**Run 1: nets reached from selected ports**

Scale: 2 px per µm.
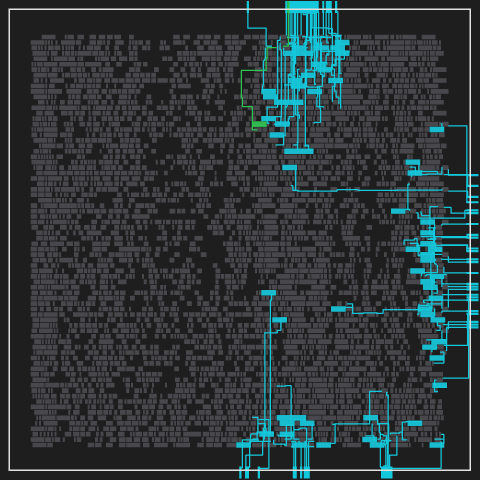
**Run 1: sequential cells grouped by signal name**

Scale: 1 px per µm. Other sequential cells in the stronger gray, the rest of the logic in the fainter gray.
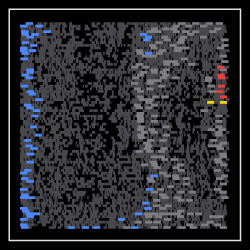
**Run 1: the clock network**

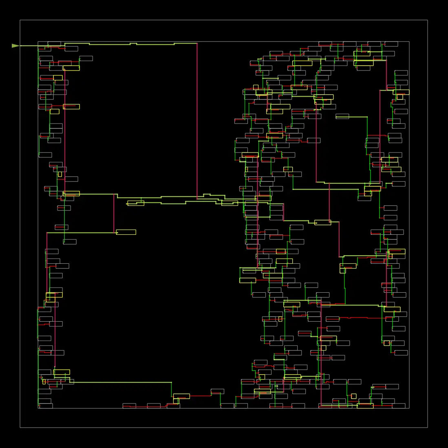
**Run 1: signal wires by layer**

Scale: 1.5 px per µm.
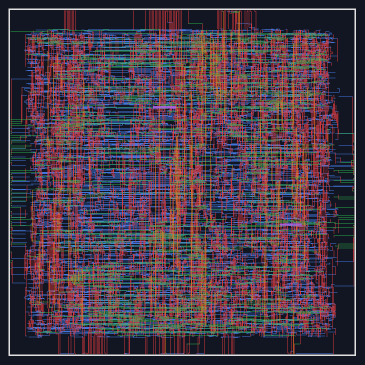
==> src/rtl/alu_mc_unit.sv <==
// LEGv8 ALU responder: single-cycle ops answer 1 cycle after accept, mul after DATA_WIDTH+1 cycles.
// Accepts only in IDLE; holds result in DONE until resp_ready, so at most one op is in flight.
module alu_mc_unit #(
  parameter int DATA_WIDTH = 64,
  parameter int CNT_WIDTH  = 6
) (
  input  logic                  clk,
  input  logic                  reset,
  input  logic                  req_valid,
  output logic                  req_ready,
  input  logic [DATA_WIDTH-1:0] a_in,
  input  logic [DATA_WIDTH-1:0] b_in,
  input  logic [2:0]            alu_operation,
  output logic                  resp_valid,
  input  logic                  resp_ready,
  output logic [DATA_WIDTH-1:0] result,
  output logic                  zero,
  output logic                  busy
);

  localparam logic [1:0] S_IDLE = 2'd0;
  localparam logic [1:0] S_MUL  = 2'd1;
  localparam logic [1:0] S_DONE = 2'd2;

  localparam logic [2:0] OP_ADD  = 3'b000;
  localparam logic [2:0] OP_SUB  = 3'b001;
  localparam logic [2:0] OP_AND  = 3'b010;
  localparam logic [2:0] OP_OR   = 3'b011;
  localparam logic [2:0] OP_MUL  = 3'b100;
  localparam logic [2:0] OP_PASS = 3'b101;
  localparam logic [2:0] OP_NOR  = 3'b110;

  localparam logic [CNT_WIDTH-1:0] LAST_CNT = CNT_WIDTH'(DATA_WIDTH - 1);

  logic [1:0]            r_state;
  logic [DATA_WIDTH-1:0] r_result;
  logic                  r_zero;
  logic [DATA_WIDTH-1:0] r_mcand;
  logic [DATA_WIDTH-1:0] r_mplr;
  logic [DATA_WIDTH-1:0] r_acc;
  logic [CNT_WIDTH-1:0]  r_cnt;

  logic                  w_accept;
  logic [DATA_WIDTH-1:0] w_alu_res;
  logic [DATA_WIDTH-1:0] w_acc_next;

  assign w_accept = req_valid && (r_state == S_IDLE);

  always_comb begin
    w_alu_res = '0;
    case (alu_operation)
      OP_ADD:  w_alu_res = a_in + b_in;
      OP_SUB:  w_alu_res = a_in - b_in;
      OP_AND:  w_alu_res = a_in & b_in;
      OP_OR:   w_alu_res = a_in | b_in;
      OP_PASS: w_alu_res = b_in;
      OP_NOR:  w_alu_res = ~(a_in | b_in);
      default: w_alu_res = '0;
    endcase
  end

  // One shift-add step per MUL cycle; the last step's sum is written straight to result.
  assign w_acc_next = r_acc + (r_mplr[0] ? r_mcand : '0);

  always_ff @(posedge clk) begin
    if (reset) begin
      r_state  <= S_IDLE;
      r_result <= '0;
      r_zero   <= 1'b1;
      r_mcand  <= '0;
      r_mplr   <= '0;
      r_acc    <= '0;
      r_cnt    <= '0;
    end else begin
      case (r_state)
        S_IDLE: begin
          if (w_accept) begin
            if (alu_operation == OP_MUL) begin
              r_mcand <= a_in;
              r_mplr  <= b_in;
              r_acc   <= '0;
              r_cnt   <= '0;
              r_state <= S_MUL;
            end else begin
              r_result <= w_alu_res;
              r_zero   <= (w_alu_res == '0);
              r_state  <= S_DONE;
            end
          end
        end
        S_MUL: begin
          r_acc   <= w_acc_next;
          r_mcand <= {r_mcand[DATA_WIDTH-2:0], 1'b0};
          r_mplr  <= {1'b0, r_mplr[DATA_WIDTH-1:1]};
          r_cnt   <= r_cnt + CNT_WIDTH'(1);
          if (r_cnt == LAST_CNT) begin
            r_result <= w_acc_next;
            r_zero   <= (w_acc_next == '0);
            r_state  <= S_DONE;
          end
        end
        S_DONE: begin
          if (resp_ready) r_state <= S_IDLE;
        end
        default: r_state <= S_IDLE;
      endcase
    end
  end

  assign req_ready  = (r_state == S_IDLE);
  assign resp_valid = (r_state == S_DONE);
  assign busy       = (r_state != S_IDLE);
  assign result     = r_result;
  assign zero       = r_zero;

endmodule

==> config.mk <==
export PLATFORM = sky130hd
export DESIGN_NAME = alu_mc_unit
export DESIGN_NICKNAME = d
export VERILOG_FILES = /design/src/rtl/alu_mc_unit.sv
export SDC_FILE = /design/constraint.sdc
export NUM_CORES = 1
export LEC_CHECK = 0
export ABC_CLOCK_PERIOD_IN_PS = 5700
export CORE_MARGIN = 10
export CORE_UTILIZATION = 54
export DETAILED_ROUTE_END_ITERATION = 8
export PLACE_DENSITY_LB_ADDON = 0.3
export SYNTH_ARGS = -nofsm -noshare
export SYNTH_HDL_FRONTEND = slang
export SYNTH_SLANG_ARGS = --single-unit
==> constraint.sdc <==
create_clock -name clk -period 5.7 [get_ports clk]
set_clock_uncertainty 0.2 [all_clocks]
set_input_delay 0.57 -clock clk [delete_from_list [all_inputs] [get_ports clk]]
set_output_delay 0.57 -clock clk [all_outputs]
set_load 0.005 [all_outputs]
==> impl_metrics.csv, run 1 <==
group,metric,value,unit
worst_hold_path,hold_path.class,"primary input to register",
finish,lay_top_count,"nand2_1",
global_route,grt_overflow,0,
sta,rsz0062_at_grt,"true",
power,pwr_density_cell,225,mW/mm²
worst_hold_path,min_from,"b_in[4]",
worst_setup_path,cp_slowest_cell,"or4_4",
finish,lay_top_cells,"nand2_1 (625), buf_4 (464), nor2_1 (368)",
sta,hold_viol,0,
sta,drv_slew,0,
floorplanning,die-area,0.0528,mm²
synth,yosysSeqAreaShare,22.3,%
sta,period_needed,5.69,ns
floorplanning,initial_utilization,54.9,%
synth,synth_warnings,0,
synth,syn-num-nets,3716,
finish,diodes,0,
worst_setup_path,path_class,"primary input to register",
placed_design,placed_cell_area,0.0289,mm²
cts,cts_hold_buffers,0,
synth,syn_avg_cell_area,6.89,µm²
placed_design,gp_congestion,1.06,
worst_setup_path,path_max_fanout,5,
placed_design,placed_cells,4399,
run,cap_violations,0,
worst_setup_path,critPathTopFamily,"simple AND/OR/NAND/NOR gates",
floorplanning,die_x,230,µm
sta,clock.fmax,176,MHz
worst_setup_path,slowest_delay,0.55,ns
placed_design,place_ws,-0.895,ns
worst_setup_path,timing.rr.start,"r_mplr[0]",
global_route,grt_max_degree,174,
finish,post-route-util,70.5,%
synth,async_reset_ff_share,0,%
sta,tightest_slew,1.16,ns
floorplanning,core-area,0.0433,mm²
global_route,grt_pass1_wl,156,mm
worst_setup_path,crit_required,6.07,ns
worst_setup_path,critPathArrivalTime,6.06,ns
power,p_leak,12.0,nW
finish,drive_gt1_share,16.2,%
drt,vias_per_cell,6.62,
drt,drtIter0Drc,4879,
cts,clockBufferDepth,3,
cts,htree_levels,1,
cts,insertion_delay,0.62,ns
sta,finalSetupViolCount,0,
synth,ff_type,"dfxtp_1",
sta,setup_slack,0.00726,ns
synth,syn_inst,3449,
synth,ys_types,83,
cts,cts_tree,"yes",
floorplanning,num_rows,76,
outcome,outcome,"finished, final reports clean",
finish,nNetsFinal,4124,
power,ir_drop,0.261,mV
worst_setup_path,worstPathCellList,"clkdlybuf4s50_1 > or4_4 > or4_4 > nor4_2 > buf_4 > nand2_2 > nor3b_2 > nor2_1 > xnor2_1 > ha_1 > a21oi_1 > o21ai_1 > a221o_1 > a211o_1 > o31ai_2 > buf_4 > o31ai_2 > buf_4 > a221oi_4 > xnor2_2 > a21oi_2 > nand3_2 > nor4_2 > o32a_2",
finish,syn2layout_area_growth,28.4,%
sta,period_used_share,99.9,%
sta,relSlewSlack,22.5,%
worst_setup_path,critPathBufInv,4,
cts,cts.sinks,265,
worst_setup_path,cp-start-kind,"primary input",
synth,edf_count,0,
finish,instances_no_fill,4466,
synth,syn_area,0.0238,mm²
finish,final_area,0.0305,mm²
worst_setup_path,cpMostUsedCell,"buf_4",
placed_design,hpwl,78.4,mm
worst_setup_path,cp-startpoint,"b_in[15]",
drt,ant_nets,0,
drt,route.detailed.drc,0,
run,warning_count,35,
synth,ys_ff,265,
drt,dr.pass1.iters,6,
global_route,grt_antenna_before_repair,2,
synth,yosys_area,0.0238,mm²
floorplanning,chipHeight,230,µm
cts,root_buffer,"clkbuf_16",
worst_setup_path,end_kind,"register",
synth,yosysCellCount,3449,
cts,cts.reportedPaths.clkPinSlew,0.07,ns
global_route,grt_pass1_vias,27200,
## Picture notes: 'nets reached from selected ports'
legend:
  result:
    color: cyan
    bits: 64
    direction: output
    edge: 25 right, 23 top, 16 bottom
    end_cells: 64
    buffers: 64
    wire: 3100 µm
  zero:
    color: green
    bits: 1
    direction: output
    edge: top
    end_cells: 1
    buffers: 1
    wire: 94.0 µm
IO Pins: 203
# port buffers: 202

## Picture notes: 'sequential cells grouped by signal name'
legend:
  r_mplr:
    color: blue
    placed_flops: 64
  r_cnt:
    color: red
    placed_flops: 6
  r_state:
    color: yellow
    placed_flops: 2
not colored: 193

## Picture notes: 'the clock network'
clock buffers: 37
cts bufs inserted: 30

## Picture notes: 'signal wires by layer'
legend:
  metal 2:
    color: red
    wire_length: 42.2 mm
  metal 4:
    color: orange
    wire_length: 3980 µm
  metal 5:
    color: purple
    wire_length: 26.7 µm
  metal 3:
    color: green
    wire_length: 13600 µm
  metal 1:
    color: blue
    wire_length: 43.4 mm
Vias: 29600
wire per inst: 23.1 µm
Tot GR Track Use: 36.6%
WL final: 103 mm

[run 1: where the power goes]
| part | leakage [nW] | switching (mW) | internal [mW] |
|---|---|---|---|
| logic | 9.31 | 1.46 | 1.11 |
| clock network | 0.545 | 0.901 | 1.32 |
| registers | 2.17 | 0.0946 | 1.98 |
[run 1: tightest hold or removal path: cells and delay by family]
kind                   cells  cell delay (ns)
and+or+nand+nor            1             0.07
buffers and inverters      2             0.29
AOI/OAI and AO/OA          1             0.08
[run 1: metal layers]
layer / vias to the layer above / part of all wire [%] / track usage [%]
li1: 13400 / - / -
met1: 13900 / 42 / 51.9
met2: 2042 / 41 / 52.8
met3: 295 / 13 / 9.01
met4: 4 / 3.9 / 12.1
met5: - / 0.025 / 0
[run 1: kinds of logic after synthesis]
group | count (synthesis) | share of synthesized area [%]
AND-OR/OR-AND | 1072 | 29.9
XOR/XNOR | 168 | 6.19
adder cells (fa/ha/maj) | 182 | 9.12
buffers and inverters | 327 | 5.22
flip-flops | 265 | 22.3
multiplexers | 9 | 0.390
AND/OR/NAND/NOR | 1426 | 26.8
[run 1: area by class of cell]
type                       count  area (µm²)
multi-input combinational   2857       17600
fill                        3591       12800
timing repair buffer         670        5570
sequential                   265        5310
clock buffer                  37         827
tap                          585         732
clock inverter                19         303
inverter                      33         124
[run 1: synth_stat cells (70+ instances only)]
cell type / n / area, µm²
nor2_1: 374 / 1400
xnor2_1: 90 / 788
a311oi_1: 142 / 1240
ha_1: 130 / 1630
and2_1: 70 / 438
nand2_1: 627 / 2350
xor2_1: 78 / 683
nor3_1: 93 / 465
clkbuf_1: 265 / 995
dfxtp_1: 265 / 5310
a21oi_1: 350 / 1750
o21ai_0: 174 / 871
[run 1: stage by stage]
stage               power, mW  setup TNS [ns]  hold slack, ns
CTS                      6.72               0           0.255
finish                   6.87               0           0.252
floorplan                3.33               0           0.236
detailed placement       4.51          -12.37           0.247
global placement         4.47          -10.81           0.237
global route             7.10          -0.325           0.264
[run 1: flip-flops by register name, summed over array words and instances, names as in the netlist]
| name | count |
|---|---|
| zero | 1 |
| r_mcand | 64 |
| r_mplr | 64 |
| r_state | 2 |
| r_cnt | 6 |
| r_acc | 64 |
| result | 64 |
[run 1: path summary, 6_finish.rpt]
kind / to / slack [ns] / depth (start not counted)
worst min-delay path: r_mplr[4] / 0.25 / 4
worst min register to register: result[19] / 0.26 / 2
worst max register to register: zero / 0.10 / 14
worst max-delay path: zero / 0.007 / 24
[run 1: timing repair]
item,in CTS,in global routing
endpoints found under the setup margin,8,20
buffers inserted,2,9
resized,18,68
pin swaps,4,36
**Run 1: selected gate families**

Scale: 1.5 px per µm.
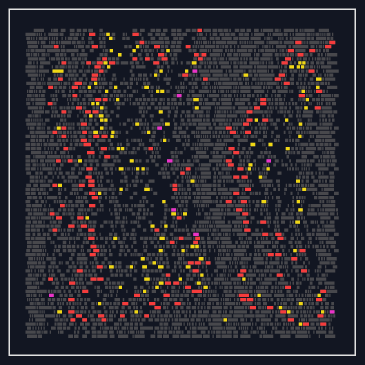

==> inputs of run 2 (changes only) <==
CAP_MARGIN = 20   (was not set)
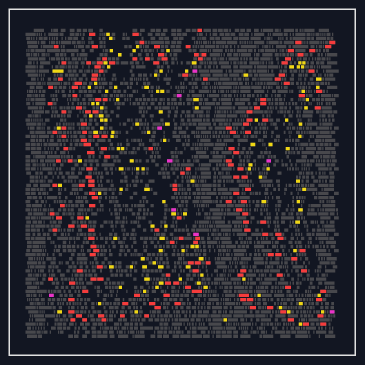
**Above:** run 2 (selected gate families).
Scale: 1.5 px per µm.
legend:
  fa/ha/maj cells:
    color: red
    cells: 182
    most_used: ha_1
    where: all over the die
  mux cells:
    color: magenta
    cells: 9
    most_used: mux2i_1
  non-inverting ao/oa cells:
    color: yellow
    cells: 123
    most_used: a21o_1

==> run 2 against run 1 <==
  * Worst setup slack improved by 0.0049 ns
  * Critical path depth is the same
  * Wire length grew 0.39%
  * Cell area about the same
  * Register-to-register slack improved by 0.03 ns
  * Clock power hardly changed
  * Via count increased by 0.36%
  * Combinational power hardly changed
  * Global-route usage unchanged
  * First-iteration DRC count down 6.7%
  * Die area stayed put
  * Core utilization grew 0.064 points
  * Largest cell class unchanged
==> impl_metrics.csv, run 2 <==
group,metric,value,unit
power,p_leak,12.0,nW
floorplanning,core-area,0.0433,mm²
sta,tns,0,ns
drt,vias_per_cell,6.64,
finish,lay_top_cells,"nand2_1 (625), buf_4 (464), nor2_1 (368)",
sta,relSlewSlack,22.3,%
synth,ff_type,"dfxtp_1",
worst_hold_path,hold_path.class,"primary input to register",
floorplanning,initial_utilization,54.9,%
finish,post-route-util,70.6,%
synth,yosysTopAreaCellShare,22.3,%
global_route,track_usage,36.6,%
synth,syn_area,0.0238,mm²
synth,top_cells_by_area,"dfxtp_1 (22%), nand2_1 (9.9%), a21oi_1 (7.4%)",
synth,largest_area_cell,"dfxtp_1",
global_route,grt_overflow,0,
synth,logic_family,"AND-OR/OR-AND gates",
worst_hold_path,min_to,"r_mplr[4]",
cts,insertion_delay,0.62,ns
synth,synth_warnings,0,
sta,hold_slack,0.247,ns
sta,period_used_share,99.8,%
run,cap_violations,0,
global_route,grt_pass1_vias,27200,
placed_design,placed_cell_area,0.0289,mm²
worst_setup_path,end_kind,"register",
cts,cts_tree,"yes",
worst_setup_path,rrSetupSlack,0.13,ns
sta,drv_slew,0,
floorplanning,die_x,230,µm
power,ir_drop,0.262,mV
floorplanning,num_rows,76,
global_route,use_met1,51.9,%
outcome,outcome,"finished, final reports clean",
synth,ys_sh_simple,26.8,%
synth,syn_avg_cell_area,6.89,µm²
sta,rsz0062_at_grt,"true",
sta,tightest_slew,1.17,ns
drt,avgRoutedWirePerCell,23.2,µm
finish,diodes,0,
sta,hold_viol,0,
synth,top_cells_by_count,"nand2_1 (627), nor2_1 (374), a21oi_1 (350)",
synth,xor_share,6.19,%
synth,yosys_area,0.0238,mm²
run,warning_count,35,
finish,drive_gt1_share,16.2,%
synth,yosysSeqAreaShare,22.3,%
worst_hold_path,min_from,"b_in[4]",
drt,route.detailed.drc,0,
drt,drtIter0Drc,4554,
cts,cts.sinks,265,
synth,yosys.area_share.aoi,29.9,%
sta,finalSetupViolCount,0,
worst_setup_path,timing.rr.start,"r_mplr[0]",
synth,yosysMostFrequentCell,"nand2_1",
synth,ys_ff,265,
worst_setup_path,critPathArrivalTime,6.06,ns
cts,cts_hold_buffers,0,
finish,nNetsFinal,4125,
global_route,grtUsageMet2,52.8,%
worst_setup_path,reg2reg_depth,14,
power,clockPowerShare,32.3,%
global_route,grt_max_degree,174,
drt,dr.pass1.iters,6,
drt,vias,29700,
cts,cts.reportedPaths.clkPinSlew,0.07,ns
synth,syn_inst,3449,
cts,clockBufferDepth,3,
cts,htree_levels,1,
power,p_switching,2.46,mW
global_route,grt_pass1_wl,156,mm
synth,yosysCellCount,3449,
drt,drt-total-wl,104,mm
placed_design,portBuffers,202,
floorplanning,die-area,0.0528,mm²
power,p_sw_share,35.7,%
power,p_int,4.42,mW
worst_setup_path,reg2reg_to,"zero",
finish,final_area,0.0305,mm²
cts,cts_buffers,30,
worst_setup_path,crit_required,6.07,ns
worst_setup_path,path_max_fanout,5,
power,pwr_density_cell,225,mW/mm²
sta,period_needed,5.69,ns
global_route,use_met3,9.01,%
synth,async_reset_ff_share,0,%
worst_setup_path,cp-start-kind,"primary input",
synth,yosys-mux-area-fraction,0.390,%
drt,ant_nets,0,
cts,root_buffer,"clkbuf_16",
power,p_comb_share,37.5,%
power,power.total,6.87,mW
synth,syn-num-nets,3716,
finish,syn2layout_area_growth,28.5,%
worst_setup_path,path_class,"primary input to register",
floorplanning,ios,203,
sta,clock.fmax,176,MHz
power,power.share.sequential,30.2,%
worst_hold_path,hold_depth,4,
placed_design,hpwl,78.4,mm
synth,ys_types,83,
synth,ys_sh_adder,9.12,%
global_route,busiest_layer,"met2",
finish,lay_top_count,"nand2_1",
global_route,grt_antenna_before_repair,2,
floorplanning,chipHeight,230,µm
synth,edf_count,0,
placed_design,gp_congestion,1.06,
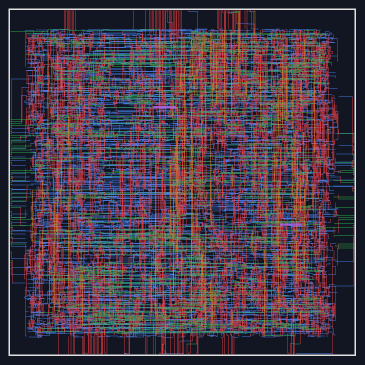
**Above:** run 2 (signal wires by layer).
Scale: 1.5 px per µm.
legend:
  metal 4:
    color: orange
    wire_length: 4020 µm
  metal 1:
    color: blue
    wire_length: 43.3 mm
  metal 3:
    color: green
    wire_length: 13900 µm
  metal 5:
    color: purple
    wire_length: 26.7 µm
  metal 2:
    color: red
    wire_length: 42.4 mm

[run 2: cell count changes in the layout (fill, tap and decap cells not counted), sizes merged]
cell	before	now
buf	471	472
[run 2: per-stage QoR]
step           worst slack, ns  std cells
5_1_grt                 -0.161       4467
6_report                0.0122       4467
3_5_place_dp            -0.895       4399
3_3_place_gp            -0.792       4399
4_1_cts               0.000776       4457
2_1_floorplan           0.0374       3449
[run 2: worst max-delay path by stage]
stage,end,slack (ns),cells past startpoint,startpoint
2_1_floorplan,zero,0.04,24,b_in[4]
5_1_grt,zero,-0.16,23,b_in[15]
6_report,zero,0.01,24,b_in[15]
3_3_place_gp,zero,-0.79,25,b_in[4]
4_1_cts,zero,0.0008,22,b_in[4]
3_5_place_dp,zero,-0.89,23,b_in[4]
[run 2: what timing repair did]
item,in CTS,in global routing
pin swaps,4,36
buffers inserted,2,9
endpoints found under the setup margin,8,20
gates resized,18,68
[run 2: power by group through the flow]
stage                     sequential [mW]  combinational [mW]  clock (mW)
after CTS                            2.07                2.43        2.22
after detailed placement             2.11                2.40           0
after floorplan                      2.08                1.25           0
final                                2.08                2.58        2.22
after global routing                 2.09                2.73        2.28
after global placement               2.10                2.37           0
[run 2: layout make-up]
type	instances	area, µm²
clock buffer	37	827
clock inverter	19	303
fill	3582	12700
inverter	33	124
multi-input combinational	2857	17600
sequential	265	5310
tap	585	732
timing repair buffer	671	5600
[run 2: cells by family (layout without fill, tap and decap cells)]
group / Yosys count / count (layout)
adders and majority gates: 182 / 182
buffers and inverters: 327 / 760
xor gates and xnor gates: 168 / 168
AOI/OAI and AO/OA: 1072 / 1072
muxes: 9 / 9
and+or+nand+nor: 1426 / 1426
DFF: 265 / 265
[run 2: metal layers]
| layer | up-vias | wire (µm) | share of wire (%) |
|---|---|---|---|
| met5 | - | 26 | 0.025 |
| met4 | 4 | 4020 | 3.9 |
| met3 | 294 | 13900 | 13 |
| met2 | 2083 | 42400 | 41 |
| met1 | 13900 | 43300 | 42 |
| li1 | 13400 | - | - |
[run 2: worst max-delay path: stages]
cell and delay (ns):
clkdlybuf4s50_1 0.43, or4_4 0.55, or4_4 0.46, nor4_2 0.17, buf_4 0.16, nand2_2 0.11, nor3b_2 0.20, nor2_1 0.07
xnor2_1 0.14, ha_1 0.36, a21oi_1 0.13, o21ai_1 0.11, a221o_1 0.39, a211o_1 0.33, o31ai_2 0.27, buf_4 0.17
o31ai_2 0.06, buf_4 0.16, a221oi_4 0.34, xnor2_2 0.12, a21oi_2 0.19, nand3_2 0.13, nor4_2 0.28, o32a_2 0.17
Power is estimated from default activity; no workload was simulated.
